run_1/m3.png
Bar = 50 microns.
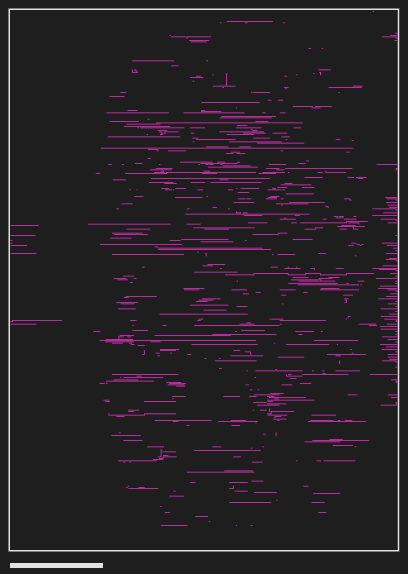
run_1/class_map.png
Fill, decap, tap and diode cells in grey.
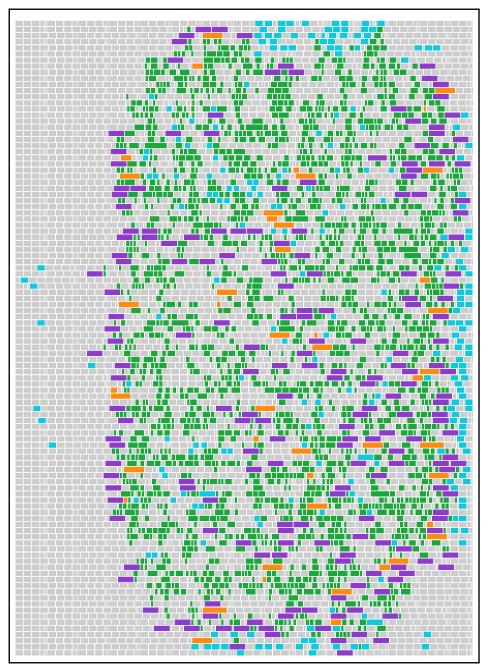
run_1/m1.png
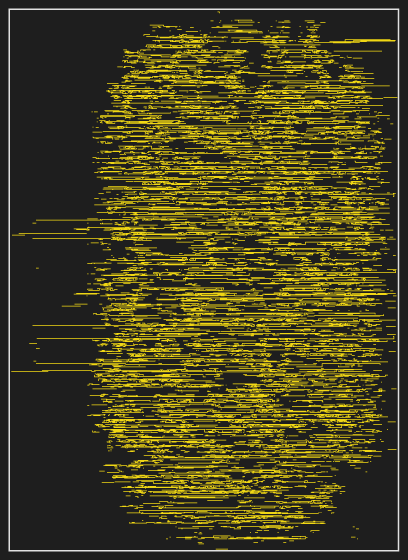
`config.mk`:
```
export PLATFORM = sky130hd
export DESIGN_NAME = muldiv_ctrl_flat
export DESIGN_NICKNAME = d
export VERILOG_FILES = /design/src/rtl/muldiv_if.sv /design/src/rtl/muldiv_ctrl.sv /design/src/flat_wrapper.sv
export SDC_FILE = /design/constraint.sdc
export NUM_CORES = 1
export LEC_CHECK = 0
export CAP_MARGIN = 25
export CORE_ASPECT_RATIO = 1.4
export CORE_MARGIN = 2
export CORE_UTILIZATION = 31
export DETAILED_ROUTE_END_ITERATION = 10
export SLEW_MARGIN = 20
export SYNTH_ARGS = -nofsm -noshare
export SYNTH_HDL_FRONTEND = slang
export SYNTH_SLANG_ARGS = --single-unit
```
`constraint.sdc`:
```
create_clock -name clk -period 5.56 [get_ports clk]
set_clock_uncertainty 0.1 [all_clocks]
set_input_delay 0.834 -clock clk [delete_from_list [all_inputs] [get_ports clk]]
set_output_delay 0.834 -clock clk [all_outputs]
set_load 0.05 [all_outputs]
```
`src/rtl/muldiv_if.sv`:
```
// Request/result bundle between the ID/EX stage and the multi-cycle multiply/divide sequencer.
interface muldiv_if #(
    parameter int WIDTH = 32
);
    logic             start;
    logic [5:0]       funct;
    logic [WIDTH-1:0] rdata1;
    logic [WIDTH-1:0] rdata2;
    logic             stall;
    logic             busy;
    logic             done;
    logic [WIDTH-1:0] hi;
    logic [WIDTH-1:0] lo;
    logic             div_by_zero;

    modport master (
        output start, funct, rdata1, rdata2,
        input  stall, busy, done, hi, lo, div_by_zero
    );

    modport slave (
        input  start, funct, rdata1, rdata2,
        output stall, busy, done, hi, lo, div_by_zero
    );
endinterface

```
`src/rtl/muldiv_ctrl.sv`:
```
// MIPS mult/multu/div/divu sequencer: WIDTH-cycle shift-add multiply or restoring divide on magnitudes,
// sign fix-up on the last iteration, one-cycle done pulse with HI/LO.
module muldiv_ctrl #(
    parameter int WIDTH = 32
) (
    input  logic     clk,
    input  logic     rst_n,
    muldiv_if.slave  bus
);
    localparam int CW = (WIDTH > 1) ? $clog2(WIDTH) : 1;

    typedef enum logic [1:0] {IDLE, RUN, DONE} state_t;

    state_t             state;
    logic [CW-1:0]      count;
    logic               is_div;
    logic               neg_q;
    logic               neg_r;
    logic [WIDTH-1:0]   opb;
    logic [2*WIDTH-1:0] acc;
    logic [WIDTH:0]     rem;
    logic               busy_r;
    logic               done_r;
    logic               dbz_r;
    logic [WIDTH-1:0]   hi_r;
    logic [WIDTH-1:0]   lo_r;

    logic               valid_op;
    logic               accept;
    logic               op_div;
    logic               op_signed;
    logic               neg_a;
    logic               neg_b;
    logic [WIDTH-1:0]   mag_a;
    logic [WIDTH-1:0]   mag_b;
    logic               dbz;
    logic [WIDTH:0]     mul_sum;
    logic [2*WIDTH-1:0] mul_next;
    logic [2*WIDTH-1:0] prod_fix;
    logic [WIDTH:0]     div_shift;
    logic [WIDTH:0]     div_diff;
    logic [WIDTH:0]     div_rem_next;
    logic [WIDTH-1:0]   div_q_next;
    logic [WIDTH-1:0]   q_fix;
    logic [WIDTH-1:0]   r_fix;

    // Request decode and operand magnitudes, only meaningful in the IDLE accept cycle.
    always_comb begin
        valid_op  = (bus.funct[5:2] == 4'b0110);
        accept    = bus.start & valid_op;
        op_div    = bus.funct[1];
        op_signed = ~bus.funct[0];
        neg_a     = op_signed & bus.rdata1[WIDTH-1];
        neg_b     = op_signed & bus.rdata2[WIDTH-1];
        mag_a     = neg_a ? -bus.rdata1 : bus.rdata1;
        mag_b     = neg_b ? -bus.rdata2 : bus.rdata2;
        dbz       = op_div & (bus.rdata2 == '0);
    end

    // One iteration of each algorithm; acc holds {partial product, remaining multiplier}
    // for multiply and {unused, dividend/quotient shift register} for divide.
    always_comb begin
        mul_sum      = {1'b0, acc[2*WIDTH-1:WIDTH]} + {1'b0, (acc[0] ? opb : {WIDTH{1'b0}})};
        mul_next     = {mul_sum, acc[WIDTH-1:1]};
        prod_fix     = neg_q ? -mul_next : mul_next;

        // A shifted remainder is always below twice the divisor, so bit WIDTH of the difference is its sign.
        div_shift    = {rem[WIDTH-1:0], acc[WIDTH-1]};
        div_diff     = div_shift - {1'b0, opb};
        div_rem_next = div_diff[WIDTH] ? div_shift : div_diff;
        div_q_next   = {acc[WIDTH-2:0], ~div_diff[WIDTH]};
        q_fix        = neg_q ? -div_q_next : div_q_next;
        r_fix        = neg_r ? -div_rem_next[WIDTH-1:0] : div_rem_next[WIDTH-1:0];
    end

    always_ff @(posedge clk) begin
        if (!rst_n) begin
            state  <= IDLE;
            count  <= '0;
            is_div <= 1'b0;
            neg_q  <= 1'b0;
            neg_r  <= 1'b0;
            opb    <= '0;
            acc    <= '0;
            rem    <= '0;
            busy_r <= 1'b0;
            done_r <= 1'b0;
            dbz_r  <= 1'b0;
            hi_r   <= '0;
            lo_r   <= '0;
        end else begin
            case (state)
                IDLE: begin
                    if (accept) begin
                        is_div <= op_div;
                        neg_q  <= neg_a ^ neg_b;
                        neg_r  <= neg_a;
                        opb    <= op_div ? mag_b : mag_a;
                        acc    <= {{WIDTH{1'b0}}, (op_div ? mag_a : mag_b)};
                        rem    <= '0;
                        count  <= '0;
                        dbz_r  <= dbz;
                        busy_r <= 1'b1;
                        // Divide by zero never enters RUN; the result is fixed by the ISA convention.
                        if (dbz) begin
                            hi_r   <= bus.rdata1;
                            lo_r   <= '1;
                            done_r <= 1'b1;
                            state  <= DONE;
                        end else begin
                            state  <= RUN;
                        end
                    end
                end
                RUN: begin
                    count <= count + CW'(1);
                    if (is_div) begin
                        rem <= div_rem_next;
                        acc <= {acc[2*WIDTH-1:WIDTH], div_q_next};
                    end else begin
                        acc <= mul_next;
                    end
                    if (count == CW'(WIDTH-1)) begin
                        if (is_div) begin
                            hi_r <= r_fix;
                            lo_r <= q_fix;
                        end else begin
                            hi_r <= prod_fix[2*WIDTH-1:WIDTH];
                            lo_r <= prod_fix[WIDTH-1:0];
                        end
                        done_r <= 1'b1;
                        state  <= DONE;
                    end
                end
                DONE: begin
                    done_r <= 1'b0;
                    busy_r <= 1'b0;
                    state  <= IDLE;
                end
                default: begin
                    state <= IDLE;
                end
            endcase
        end
    end

    // Stall drops in DONE so the consuming instruction advances together with done.
    assign bus.stall       = (state == RUN) | ((state == IDLE) & accept);
    assign bus.busy        = busy_r;
    assign bus.done        = done_r;
    assign bus.hi          = hi_r;
    assign bus.lo          = lo_r;
    assign bus.div_by_zero = dbz_r;
endmodule

```
`src/flat_wrapper.sv`:
```
// flat-port wrapper written by rule: the top's interface ports become plain ports
module muldiv_ctrl_flat 
#(
    parameter int WIDTH = 32
)
  (clk, rst_n, bus_start, bus_funct, bus_rdata1, bus_rdata2, bus_stall, bus_busy, bus_done, bus_hi, bus_lo, bus_div_by_zero);
  muldiv_if #(.WIDTH(WIDTH)) bus_i ();
  input  logic clk;
  input  logic rst_n;
  input wire logic [$bits(bus_i.start)-1:0] bus_start;
  input wire logic [$bits(bus_i.funct)-1:0] bus_funct;
  input wire logic [$bits(bus_i.rdata1)-1:0] bus_rdata1;
  input wire logic [$bits(bus_i.rdata2)-1:0] bus_rdata2;
  output wire logic [$bits(bus_i.stall)-1:0] bus_stall;
  output wire logic [$bits(bus_i.busy)-1:0] bus_busy;
  output wire logic [$bits(bus_i.done)-1:0] bus_done;
  output wire logic [$bits(bus_i.hi)-1:0] bus_hi;
  output wire logic [$bits(bus_i.lo)-1:0] bus_lo;
  output wire logic [$bits(bus_i.div_by_zero)-1:0] bus_div_by_zero;
  assign bus_i.start = bus_start;
  assign bus_i.funct = bus_funct;
  assign bus_i.rdata1 = bus_rdata1;
  assign bus_i.rdata2 = bus_rdata2;
  assign bus_stall = bus_i.stall;
  assign bus_busy = bus_i.busy;
  assign bus_done = bus_i.done;
  assign bus_hi = bus_i.hi;
  assign bus_lo = bus_i.lo;
  assign bus_div_by_zero = bus_i.div_by_zero;
  muldiv_ctrl #(.WIDTH(WIDTH)) u_core (.clk(clk), .rst_n(rst_n), .bus(bus_i));
endmodule
```
==> impl_metrics.yaml, run 1 <==
# implementation run metrics
run_status:
  status: "finished, final reports clean"
cells_and_area:
  flop_area_sq_mm: 0.00411
  antenna_cells: 1
  largest_cell_class: "combinational gates"
  logic_gate_count: 2081
  n_all_buffers: 247
  stdcell_count: 3390
  layout.filler_cells: 6063
sta:
  final_hold_viol_count: 0
  max_slew.worst_pin.slew_ns: 1.16
  worst_slack_ns: 0.284
  relSlewSlack: 0.220
  slew_violations: 0
die:
  dieArea_sq_mm: 0.0605
  fp_util: 0.315
  taps: 742
detailed_routing:
  wl_per_cell_microns: 25.4
power_and_ir_drop:
  power.total_mw: 4.41
  p_seq_frac: 0.343
  ir_drop_v: 0.000236
  power_leakage_nw: 8.22
  power.internal_mw: 2.89
  power.density_mw_per_mm2: 205
logic_synthesis:
  compound_area_frac: 0.298
  synth-xor-area-share: 0.0961
  yosys.area_share.adder: 0.0512
  synth.largest_area_cell: "dfxtp_1"
  ys_chip_area_sq_mm: 0.0181
  synth_stat.cells: 2546
  topCellsByArea: "dfxtp_1 (23%), a21oi_1 (6.4%), nor2_1 (6.4%)"
  top_area_frac: 0.226
  synth-main-ff-cell: "dfxtp_1"
clock_network:
  cts_num_sinks: 205
  cts_root_buf: "clkbuf_16"
  cts_buffer_depth: 3
  post-cts-setup-buffer-count: 0
  cts_hold_buf: 0
flow_run:
  max-cap-violations: 0
grt:
  grtUsageTotal: 0.275
  antenna_found_initial: 3
  grt_pass1_wl_microns: 126000
worst_setup_path:
  worstReg2RegEnd: "u_core.bus.hi[22]$_SDFFE_PN0P_"
  critPathKind: "register to register"
hold_path:
  min_path_cells: 2
Notes on m3.png above:
The layer carries 4880 microns of wire. 373 nets have wire on it. The wires run mostly horizontal.
final WL: 86100 microns
global-route met3 utilization: 0.0374
via count: 20100

Notes on class_map.png above:
registers: drawn in purple, cells 205. clock drivers and dummy loads: drawn in orange, cells 45. remaining logic cells: drawn in green, cells 2150. remaining buffers and delay cells: drawn in cyan, cells 247.
sequential share of cell area: 0.191
Site Rows: 104
final instance area: 0.0215 sq mm
Core ar.: 0.0576 sq mm
fin util: 0.373

Notes on m1.png above:
The longest straight run is 62.6 microns. The layer holds 36% of the routed length. The wires run mostly horizontal. 2602 nets have wire on it. The layer carries 31.2 mm of wire.
met1 GRT Util: 0.294

## run 1: power by group through the flow
| stage | logic (mW) | registers (mW) | clock network, mW |
|---|---|---|---|
| finish | 1.12 | 1.51 | 1.78 |
| global route | 1.19 | 1.51 | 1.85 |
| CTS | 1.09 | 1.51 | 1.81 |
| detailed placement | 1.09 | 1.54 | 0 |
| global placement | 1.08 | 1.54 | 0 |
| floorplan | 0.705 | 1.52 | 0 |
## run 1: critical path, delay by kind of cell (launching register included)
family / cells / cell delay (ns)
compound gates: 8 / 2.09
simple gates: 7 / 1.51
fa+ha+maj: 2 / 0.62
buf+inv: 3 / 0.50
flops: 1 / 0.33
run_1/route_heat.png
Bar = 50 microns. The die is cut into 21 by 29 equal tiles; dark blue is low, red is high, scaled to the fullest tile. Values are wire area over tile area, all layers added.
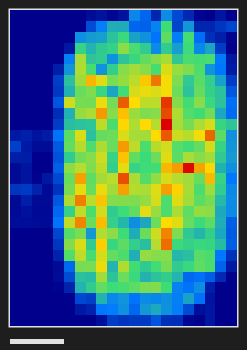

--- run 2 (diff from run 1) ---
CAP_MARGIN = 40   (was 25)
SETUP_SLACK_MARGIN = 0.4   (was default)
run_2/route_heat.png
Bar = 50 microns. The die is cut into 21 by 29 equal tiles; dark blue is low, red is high, scaled to the fullest tile. Values are wire area over tile area, all layers added.
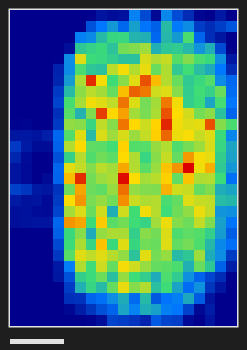
20% of the tiles are nearly empty. The fullest tile reaches 0.67. 41% of the tiles are over half the peak. The emptiest ninth of the die: upper left. The mean over all tiles is 0.25.
drt wl/cell: 25.5 microns
Total GRT Usage: 0.275
final WL: 86700 microns
via count: 20200

==> run 2 against run 1 <==
- setup slack better by 0.36 ns
- critical endpoint is now u_core.bus.hi[27]$_SDFFE_PN0P_
- fmax is 7.3% higher
- die size stayed put
- clock-buffer cell count is 2 lower
- clock power is 3% lower
- cell area is 0.51% higher
==> impl_metrics.yaml, run 2 <==
# implementation run metrics
die:
  dieArea_sq_mm: 0.0605
  fp_util: 0.315
  core_area_sq_mm: 0.0576
power_and_ir_drop:
  powerSeq_mw: 1.51
  p_seq_frac: 0.345
  power_leader: "clock"
  pg_comb_mw: 1.13
  pwr.group.clock_mw: 1.73
cells_and_area:
  flop_area_sq_mm: 0.00411
  layout.filler_cells: 6061
  n_all_buffers: 258
clock_network:
  cts_buffer_depth: 3
  cts_num_sinks: 205
  cts_root_buf: "clkbuf_16"
grt:
  grtUsageMet1: 0.292
  grt_pass1_wl_microns: 126000
  grt_use_met3: 0.0376
run_status:
  status: "finished, final reports clean"
logic_synthesis:
  synth-main-ff-cell: "dfxtp_1"
  compound_area_frac: 0.298
  ys_chip_area_sq_mm: 0.0181
  top_area_frac: 0.226
sta:
  slew_violations: 0
  relSlewSlack: 0.380
worst_setup_path:
  critPathKind: "register to register"
  worstReg2RegEnd: "u_core.bus.hi[27]$_SDFFE_PN0P_"
run_2/class_map.png
Fill, decap, tap and diode cells in grey.
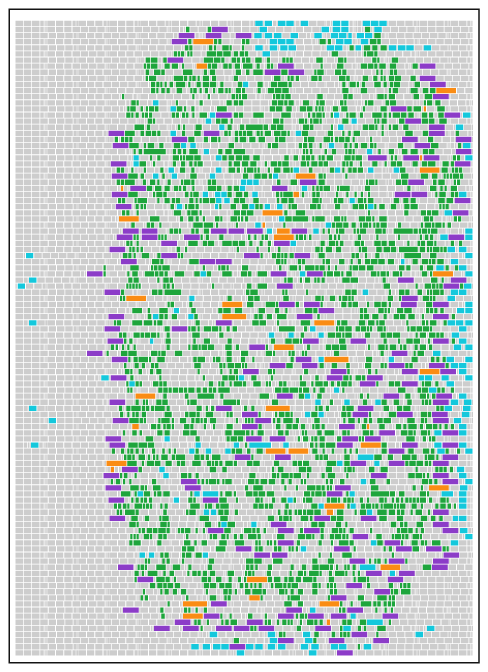
remaining logic cells: drawn in green, cells 2150. remaining buffers and delay cells: drawn in cyan, cells 258. clock drivers and dummy loads: drawn in orange, cells 41. registers: drawn in purple, cells 205.
sequential share of cell area: 0.190
final instance area: 0.0216 sq mm
fin util: 0.375

## run 2: critical path, delay by kind of cell, from the launching register on
kind | cells | cell delay (ns)
AOI/OAI and AO/OA | 7 | 2.16
adders and majority gates | 1 | 0.28
buffers and inverters | 2 | 0.32
DFF | 1 | 0.34
muxes | 1 | 0.22
and+or+nand+nor | 4 | 1.31
## run 2: stage by stage
stage               cells  power (mW)  hold WS (ns)
finish               3396        4.37         0.355
global route         3396        4.51         0.365
CTS                  3391        4.36         0.357
detailed placement   3350        2.63         0.343
global placement     3344        2.63         0.333
floorplan            2546        2.23         0.324
## run 2: timing repair
action	in CTS	in global routing
setup buffers	0	3
endpoints found under the setup margin	6	8
gates resized	5	14
pin swaps	0	3
Power is estimated from default activity; no workload was simulated.
